[config.mk]
export PLATFORM = sky130hd
export DESIGN_NAME = armleocpu_ptw
export DESIGN_NICKNAME = d
export VERILOG_FILES = /design/src/rtl/armleocpu_defines.sv /design/src/rtl/armleocpu_ptw.sv
export SDC_FILE = /design/constraint.sdc
export NUM_CORES = 1
export LEC_CHECK = 0
export CAP_MARGIN = 0
export CORE_MARGIN = 1
export CORE_UTILIZATION = 39
export DETAILED_ROUTE_END_ITERATION = 6
export GPL_ROUTABILITY_DRIVEN = 1
export PLACE_DENSITY = 0.78
export SLEW_MARGIN = 20
export SYNTH_ARGS = -nofsm -noshare
export SYNTH_HDL_FRONTEND = slang
export SYNTH_SLANG_ARGS = --single-unit
[constraint.sdc]
create_clock -name clk -period 3.8 [get_ports clk]
set_clock_uncertainty 0.15 [all_clocks]
set_input_delay 0.57 -clock clk [delete_from_list [all_inputs] [get_ports clk]]
set_output_delay 0.57 -clock clk [all_outputs]
set_load 0.01 [all_outputs]
[src/rtl/armleocpu_defines.sv]
// Shared Sv32 walker definitions: PTE bit positions, walker states, bus response codes.
package armleocpu_defines;

  localparam int unsigned PHYS_W = 22;
  localparam int unsigned VPN_W  = 20;
  localparam int unsigned IDX_W  = 10;
  localparam int unsigned ADDR_W = 34;
  localparam int unsigned TAG_W  = 8;

  localparam int unsigned PTE_V = 0;
  localparam int unsigned PTE_R = 1;
  localparam int unsigned PTE_W = 2;
  localparam int unsigned PTE_X = 3;
  localparam int unsigned PTE_U = 4;
  localparam int unsigned PTE_G = 5;
  localparam int unsigned PTE_A = 6;
  localparam int unsigned PTE_D = 7;

  localparam logic [1:0] AVL_OKAY = 2'b00;

  typedef enum logic [1:0] {
    IDLE  = 2'd0,
    ISSUE = 2'd1,
    WAIT  = 2'd2,
    ACK   = 2'd3
  } ptw_state_t;

  typedef enum logic [1:0] {
    PTE_LEAF    = 2'd0,
    PTE_POINTER = 2'd1,
    PTE_FAULT   = 2'd2
  } pte_kind_t;

endpackage

[src/rtl/armleocpu_ptw.sv]
// Sv32 page-table walker: reads up to two PTEs and returns a TLB-ready tag/PPN or a fault.
module armleocpu_ptw
  import armleocpu_defines::*;
(
  input  logic                clk,
  input  logic                rst_n,
  input  logic                resolve_request,
  input  logic [VPN_W-1:0]    resolve_virtual_address,
  input  logic [PHYS_W-1:0]   satp_ppn,
  output logic                resolve_ack,
  output logic                resolve_pagefault,
  output logic                resolve_accessfault,
  output logic [TAG_W-1:0]    resolve_accesstag,
  output logic [PHYS_W-1:0]   resolve_physical_address,
  output logic [ADDR_W-1:0]   avl_address,
  output logic                avl_read,
  input  logic                avl_waitrequest,
  input  logic                avl_readdatavalid,
  input  logic [31:0]         avl_readdata,
  input  logic [1:0]          avl_response
);

  ptw_state_t          state_q, state_d;
  logic                level_q, level_d;
  logic [IDX_W-1:0]    vpn0_q, vpn0_d;
  logic [ADDR_W-1:0]   addr_q, addr_d;
  logic                read_q, read_d;
  logic                ack_q, ack_d;
  logic                pf_q, pf_d;
  logic                af_q, af_d;
  logic [TAG_W-1:0]    tag_q, tag_d;
  logic [PHYS_W-1:0]   phys_q, phys_d;

  // RSW bits carry no meaning for the walker.
  logic unused_rsw;
  assign unused_rsw = &{1'b0, avl_readdata[9:8]};

  // Classify a PTE fetched at the given level.
  function automatic pte_kind_t classify(input logic [31:0] pte, input logic level);
    if (!pte[PTE_V] || (!pte[PTE_R] && pte[PTE_W]))
      return PTE_FAULT;
    if (pte[PTE_R] || pte[PTE_X])
      return (level && (pte[19:10] != IDX_W'(0))) ? PTE_FAULT : PTE_LEAF;
    return level ? PTE_POINTER : PTE_FAULT;
  endfunction

  always_comb begin
    state_d = state_q;
    level_d = level_q;
    vpn0_d  = vpn0_q;
    addr_d  = addr_q;
    read_d  = read_q;
    ack_d   = ack_q;
    pf_d    = pf_q;
    af_d    = af_q;
    tag_d   = tag_q;
    phys_d  = phys_q;
    unique case (state_q)
      IDLE: begin
        if (resolve_request) begin
          vpn0_d  = resolve_virtual_address[IDX_W-1:0];
          level_d = 1'b1;
          addr_d  = {satp_ppn, resolve_virtual_address[VPN_W-1:IDX_W], 2'b00};
          read_d  = 1'b1;
          state_d = ISSUE;
        end
      end
      ISSUE: begin
        if (!avl_waitrequest) begin
          read_d  = 1'b0;
          state_d = WAIT;
        end
      end
      WAIT: begin
        if (avl_readdatavalid) begin
          if (avl_response != AVL_OKAY) begin
            af_d    = 1'b1;
            ack_d   = 1'b1;
            tag_d   = '0;
            phys_d  = '0;
            state_d = ACK;
          end else begin
            unique case (classify(avl_readdata, level_q))
              PTE_LEAF: begin
                ack_d   = 1'b1;
                tag_d   = avl_readdata[TAG_W-1:0];
                phys_d  = level_q ? {avl_readdata[31:20], vpn0_q} : avl_readdata[31:10];
                state_d = ACK;
              end
              PTE_POINTER: begin
                level_d = 1'b0;
                addr_d  = {avl_readdata[31:10], vpn0_q, 2'b00};
                read_d  = 1'b1;
                state_d = ISSUE;
              end
              default: begin
                pf_d    = 1'b1;
                ack_d   = 1'b1;
                tag_d   = '0;
                phys_d  = '0;
                state_d = ACK;
              end
            endcase
          end
        end
      end
      ACK: begin
        ack_d   = 1'b0;
        pf_d    = 1'b0;
        af_d    = 1'b0;
        tag_d   = '0;
        phys_d  = '0;
        state_d = IDLE;
      end
      default: state_d = IDLE;
    endcase
  end

  always_ff @(posedge clk or negedge rst_n) begin
    if (!rst_n) begin
      state_q <= IDLE;
      level_q <= 1'b0;
      vpn0_q  <= '0;
      addr_q  <= '0;
      read_q  <= 1'b0;
      ack_q   <= 1'b0;
      pf_q    <= 1'b0;
      af_q    <= 1'b0;
      tag_q   <= '0;
      phys_q  <= '0;
    end else begin
      state_q <= state_d;
      level_q <= level_d;
      vpn0_q  <= vpn0_d;
      addr_q  <= addr_d;
      read_q  <= read_d;
      ack_q   <= ack_d;
      pf_q    <= pf_d;
      af_q    <= af_d;
      tag_q   <= tag_d;
      phys_q  <= phys_d;
    end
  end

  assign resolve_ack              = ack_q;
  assign resolve_pagefault        = pf_q;
  assign resolve_accessfault      = af_q;
  assign resolve_accesstag        = tag_q;
  assign resolve_physical_address = phys_q;
  assign avl_address              = addr_q;
  assign avl_read                 = read_q;

endmodule

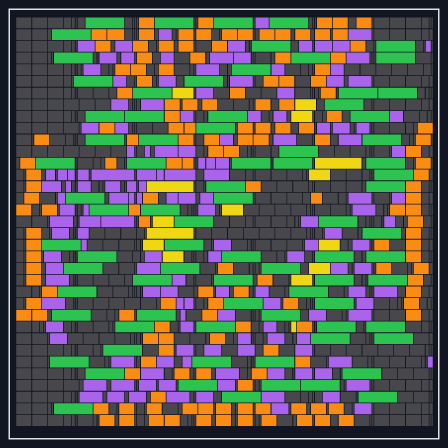
**Above:** run 1 (cells colored by class).
Fill, decap, tap and diode cells in gray.
- other buffers and delay cells: orange (cells 151)
- all other logic: purple (cells 150)
- flops: green (cells 79)
- clock drivers and dummy loads: yellow (cells 15)
Core ar.: 0.00924 sq mm
finished layout cell area: 0.00549 sq mm
sequential fraction of total cell area: 0.360
Row Count: 35
fin util: 0.594

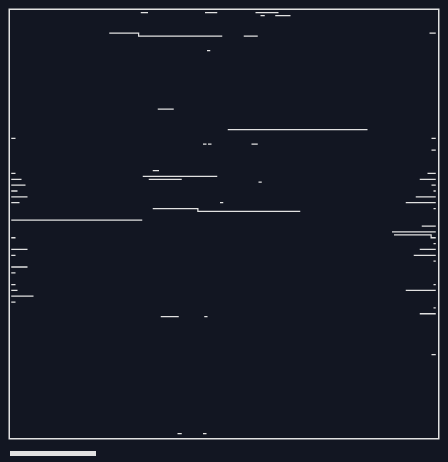
**Above:** run 1 (signal wires on met3).
The bar under the picture is 20 um long.
- wire length on this layer: 268 um
- main direction: horizontal
- share of all routed wire: 2.8%

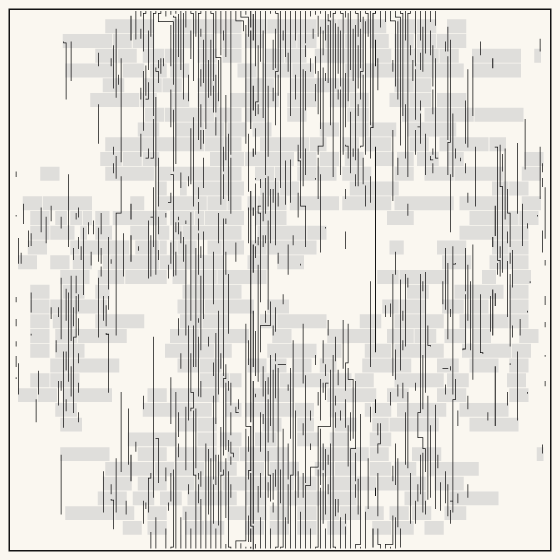
**Above:** run 1 (the metal 2 layer).
- share of all routed wire: 50%
- main direction: vertical
- longest straight run: 42.5 um
- nets with wire on the layer: 436

## run 1: worst max-delay path by stage
stage	start	end	slack, ns	depth (start not counted)
3_5_place_dp	resolve_request	avl_address[21]	1.19	6
6_report	state_q[0]	avl_address[11]	1.41	4
4_1_cts	state_q[0]	avl_address[13]	1.41	4
3_3_place_gp	avl_readdata[2]	avl_address[20]	1.22	6
2_1_floorplan	avl_readdata[2]	avl_address[10]	1.86	5
5_1_grt	state_q[0]	avl_address[13]	1.30	4
## run 1: worst max-delay path, stage by stage (launching register included)
cell     delay, ns
dfrtp_1       0.53
nor2b_4       0.53
buf_4         0.41
mux2_2        0.38
mux2_4        0.27
## run 1: through the flow
stage / util / instances
finish: 0.594 / 524
global route: 0.594 / 524
CTS: 0.593 / 524
detailed placement: 0.567 / 509
global placement: 0.567 / 509
floorplan: - / 247
## run 1: flip-flops by register name, summed over array words and instances (netlist names)
| register | cells |
|---|---|
| level_q | 1 |
| avl_read | 1 |
| resolve_accessfault | 1 |
| resolve_pagefault | 1 |
| vpn0_q | 10 |
| state_q | 2 |
| avl_address | 32 |
| resolve_ack | 1 |
| resolve_accesstag | 8 |
| resolve_physical_address | 22 |
## run 1: per-layer routing
metal / share of wire / track usage / vias to the layer above
li1: - / - / 1200
met2: 0.50 / 0.329 / 70
met3: 0.028 / 0.0316 / 16
met4: 0.023 / 0.0871 / 0
met1: 0.44 / 0.270 / 1324
met5: 0 / 0 / -
## run 1: Yosys cell counts, types with 2 or more instances
library cell   n  area, sq um
o21ai_0        3         15.0
nor4_1         2         12.5
nand2_1        5         18.8
mux2_2        56          631
a21oi_1        2         10.0
a21o_1         2         15.0
dfrtp_1       79         1980
buf_6          7         78.8
a22o_1        29          254
buf_2          8         40.0
nor3b_2        2         25.0
buf_4          2         15.0
mux2_4        28          420
==> flow_summary.toml, run 1 <==
# implementation run metrics
[timing]
slew_viol_final = 0
tightestPinTransition_ns = 0.741
min_period_over_period = 0.629
rsz0062_at_grt = "false"
hold_violations = 0
max_slew_margin = 0.506
setup_viol = 0
layout_setup_ws_ns = 1.41
setup_tns_ns = 0

[power]
ir_drop_uv = 395
power_frac_clock = 0.207
power_leader = "combinational cells"
totalPowerFinal_mw = 3.70
p_sw_mw = 1.09
swShare = 0.296
cellLeakagePower_nw = 2.37
seqPwrFrac = 0.364
powerDensity_mw_per_mm2 = 675

[synth]
ys_sh_mux = 0.286
xor_share = 0
synth_flops = 79
synthFlopType = "dfrtp_1"
simple_gate_share = 0.0317
netlist_area_sq_mm = 0.00371
ys_seq_share = 0.533
synth_chip_area_sq_mm = 0.00371
syn_inst = 246
synthArstFlopShare = 1.00
edf_count = 0
synth.cellmix.compoundShare = 0.111
yosysCellCount = 246
syn-mean-instance-area_sq_um = 15.1

[die]
die_area_sq_mm = 0.00991
die_h_um = 99.6
well_tap_count = 129
die_w_um = 99.6

[cells_and_area]
nonClkBufAreaFrac = 0.273
comb_share = 0.292
layout_top_cell = "clkdlybuf4s50_1"
nClkBuffers = 12
comb_area_sq_mm = 0.00160
drive_gt1_frac = 0.299
clock_tree_area_fraction = 0.0447
regArea_sq_mm = 0.00198
nNetsFinal = 472
seq_cells = 79
lay_top_cells = "clkdlybuf4s50_1, dfrtp_1, mux2_2"
antennaDiodeCount = 0
syn2layout_area_growth_pct = 47.8

[cts]
clk_latency_ns = 0.33
cts_buffer_depth = 2
cts_tree = "done"
clkTransAtPathRegs_ns = 0.08
clock-root-buffer = "clkbuf_8"
post-cts-setup-buffers = 0
cts_resized = 0
htreeDepth = 3

[placement]
place_ws_ns = 1.19
placed_area_sq_mm = 0.00524
gp_congestion = 0.799
port_buffers = 144

[drt]
dr_total_vias = 2610
postRouteAntennaNets = 0
drc_errors = 0
wl_per_cell_um = 18.5
viasPerCell = 4.98
wirelength_um = 9690
drtPass1Iterations = 4

[run]
drv_cap = 0
warnings = 28

[setup_path]
r2r_cells = 4
crit_fanout = 21
crit_type = "flip-flop to flip-flop"
rrSetupSlack_ns = 1.41
worstPathArrival_ns = 2.45
start_kind = "flip-flop"
worst_ep_required_time_ns = 3.87
reg2reg_from = "state_q[0]"

[grt]
grt_max_degree = 80
grt_use_total = 0.203
antenna_found_initial = 0
grt_pass1_vias = 2771

[status]
status = "finished, final reports clean"
**Run 1: wires at chosen ports, followed through buffers**

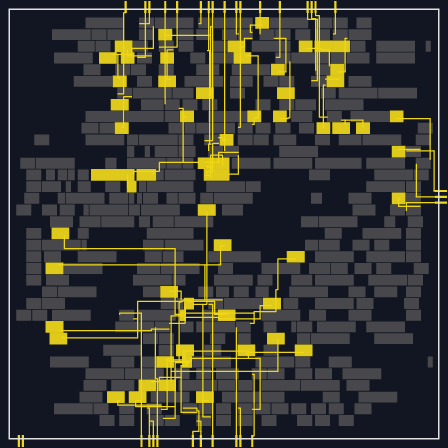

==> inputs of run 2 (changes only) <==
==> constraint.sdc (replaced) <==
create_clock -name clk -period 2.5 [get_ports clk]
set_clock_uncertainty 0.15 [all_clocks]
set_input_delay 0.375 -clock clk [delete_from_list [all_inputs] [get_ports clk]]
set_output_delay 0.375 -clock clk [all_outputs]
set_load 0.01 [all_outputs]
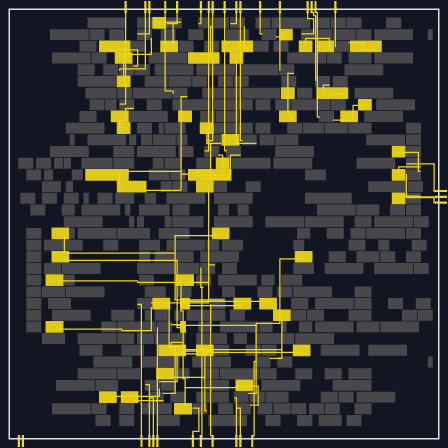
**Above:** run 2 (wires at chosen ports, followed through buffers).
- avl_readdata: yellow (bits 32; direction input; end cells 60; buffers 30; wire 1310 um)

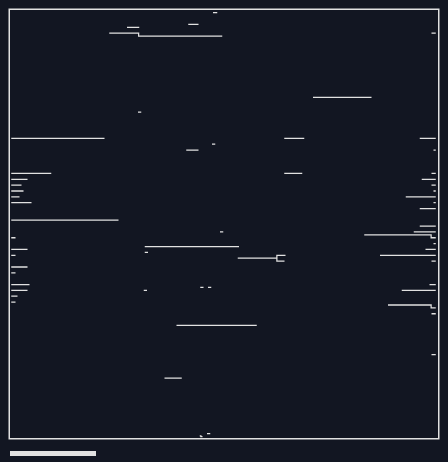
**Above:** run 2 (signal wires on met3).
The bar under the picture is 20 um long.
- longest straight run: 24.6 um
- share of all routed wire: 2.9%
DR vias: 2598
Routed WL: 9810 um
M3 GR Usage: 0.0288

==> run 2 against run 1 <==
Flip-flop count is the same. First-iteration DRC count grew 15%. Core utilization grew 0.27 points. Combinational power grew 59%. Synthesized cell count unchanged. Via count fell by 0.46%. Clock-buffer cell count shrank 1. Global-route usage up 0.48 points. Critical path depth unchanged. Register-to-register slack got worse by 0.97 ns. Non-clock buffer count increased by 3. Hold slack improved by 0.16 ns. Critical path type unchanged. Critical endpoint is now avl_address[17]. Largest cell class unchanged. Largest power group unchanged.
==> flow_summary.toml, run 2 <==
# implementation run metrics
[cts]
cts_buffer_depth = 2
clock-root-buffer = "clkbuf_8"
clkTransAtPathRegs_ns = 0.08
cts_sinks = 79
cts_resized = 0
clk_latency_ns = 0.33
htreeDepth = 3
cts_made_buffers = 9
cts_tree = "done"

[drt]
drc_errors = 0
wl_per_cell_um = 18.6
postRouteAntennaNets = 0
drtIter0Drc = 110
viasPerCell = 4.92
drtPass1Iterations = 4

[timing]
slew_viol_final = 0
layout_setup_ws_ns = 0.439
setup_viol = 0
min_period_over_period = 0.824
fin_crit_ns = 2.06
fmax_ghz = 0.485
hold_violations = 0
setup_tns_ns = 0
rsz0062_at_grt = "false"

[setup_path]
startpoint = "state_q[0]"
worst_ep_required_time_ns = 2.58
slowest_delay_ns = 0.53
crit_fanout = 21
crit_type = "flip-flop to flip-flop"
crit_end = "avl_address[17]"
reg2reg_from = "state_q[0]"
r2r_cells = 4
start_kind = "flip-flop"
rr_endpoint = "avl_address[17]"
worstPathArrival_ns = 2.14
path_cells = "nor2b_4 -> buf_4 -> mux2_2 -> mux2_4"
slowest_stage = "dfrtp_1"
rrSetupSlack_ns = 0.44
cp-end-kind = "flip-flop"

[synth]
netlist_area_sq_mm = 0.00371
syn-mean-instance-area_sq_um = 15.1
synth_chip_area_sq_mm = 0.00371
synthFlopType = "dfrtp_1"
synth_flops = 79
edf_count = 0
syn_inst = 246
yosysWarnings = 0
top_area_cell = "dfrtp_1"
common_cells = "dfrtp_1, mux2_2, a22o_1"
ys_seq_share = 0.533
synthArstFlopShare = 1.00
yosysUniqueCellTypes = 34
post-synth-top-count-cell = "dfrtp_1"
yosysCellCount = 246
topCellsByArea = "dfrtp_1, mux2_2, mux2_4, a22o_1, buf_6"
synth_top_area_share = 0.533

[power]
cellLeakagePower_nw = 2.37
ir_drop_uv = 617
powerDensity_mw_per_mm2 = 997

[placement]
placed_area_sq_mm = 0.00530
place_ws_ns = 0.115
hpwl_um = 6870
gp_congestion = 0.769
port_buffers = 144

[cells_and_area]
regArea_sq_mm = 0.00198
layout_top_cell = "clkdlybuf4s50_1"
postLayoutCellArea_sq_mm = 0.00551
largest_register_ffs = 32
drive_gt1_frac = 0.303
comb_area_sq_mm = 0.00160
nNetsFinal = 475
syn2layout_area_growth_pct = 48.4
lay_top_cells = "clkdlybuf4s50_1, dfrtp_1, mux2_2"
antennaDiodeCount = 0
n_fill_cell = 760

[grt]
grt_pass1_vias = 2839
grt_max_degree = 76
antenna_found_initial = 0
grt_use_total = 0.207
grt-ovfl-total = 0

[die]
die_area_sq_mm = 0.00991
die_w_um = 99.6
coreArea_sq_mm = 0.00924
die_h_um = 99.6
rows = 35
io_pins = 149
initial_utilization = 0.402

[hold_path]
hp-class = "input port to async pin"

[run]
warnings = 28
drv_cap = 0

[status]
status = "finished, final reports clean"
==> run 2: final cells by class <==
class	count	area share
clock buffers	11	0.0257
clock inverters	5	0.0104
inverters	1	0.000681
multi-input cells	149	0.291
flip-flops and latches	79	0.359
well taps	129	0.0293
repair buffers	154	0.284
==> run 2: what timing repair did <==
action                                 in CTS  in global routing
setup endpoints to repair                   0                  0
hold buffers                                1                  0
buffers inserted                            0                  0
endpoints found under the hold margin      79                  0
==> run 2: critical path: cells and delay by family (launching register included) <==
kind	cells	cell delay, ns
multiplexers	2	0.66
flip-flops	1	0.53
buffers and inverters	1	0.35
AND/OR/NAND/NOR	1	0.26
==> run 2: kinds of logic (layout without fill, tap and decap cells) <==
logic type      Yosys count  count (layout)  share of synthesized area
simple gates             17              17                     0.0317
mux                      85              85                      0.286
flops                    79              79                      0.533
buf+inv                  19             171                     0.0381
compound gates           45              45                      0.111
other cells               1               2                    0.00101
==> run 2: power by group <==
part	total (mW)	leakage, nW	switching, mW	internal, mW
Clock	0.957	0.0916	0.470	0.488
Sequential	2.01	0.998	0.298	1.71
Combinational	2.53	1.28	0.934	1.60
Total	5.49	2.37	1.70	3.79
==> run 2: stage by stage <==
step	hold slack (ns)	power, mW	instances	util
after floorplan	-0.0706	3.45	247	-
after global placement	0.0342	4.50	511	0.574
after detailed placement	0.0357	4.56	511	0.574
after CTS	0.210	5.55	528	0.596
after global routing	0.235	5.80	528	0.596
final	0.245	5.49	528	0.596
==> run 2: routing by layer <==
layer  vias up  part of all wire  GRT usage
met1      1314              0.44      0.266
met2        65              0.51      0.355
met5         -                 0          0
li1       1202                 -          -
met3        17             0.029     0.0288
met4         0             0.023     0.0826
Power figures rest on the tool's default switching activity, not on a simulated workload.
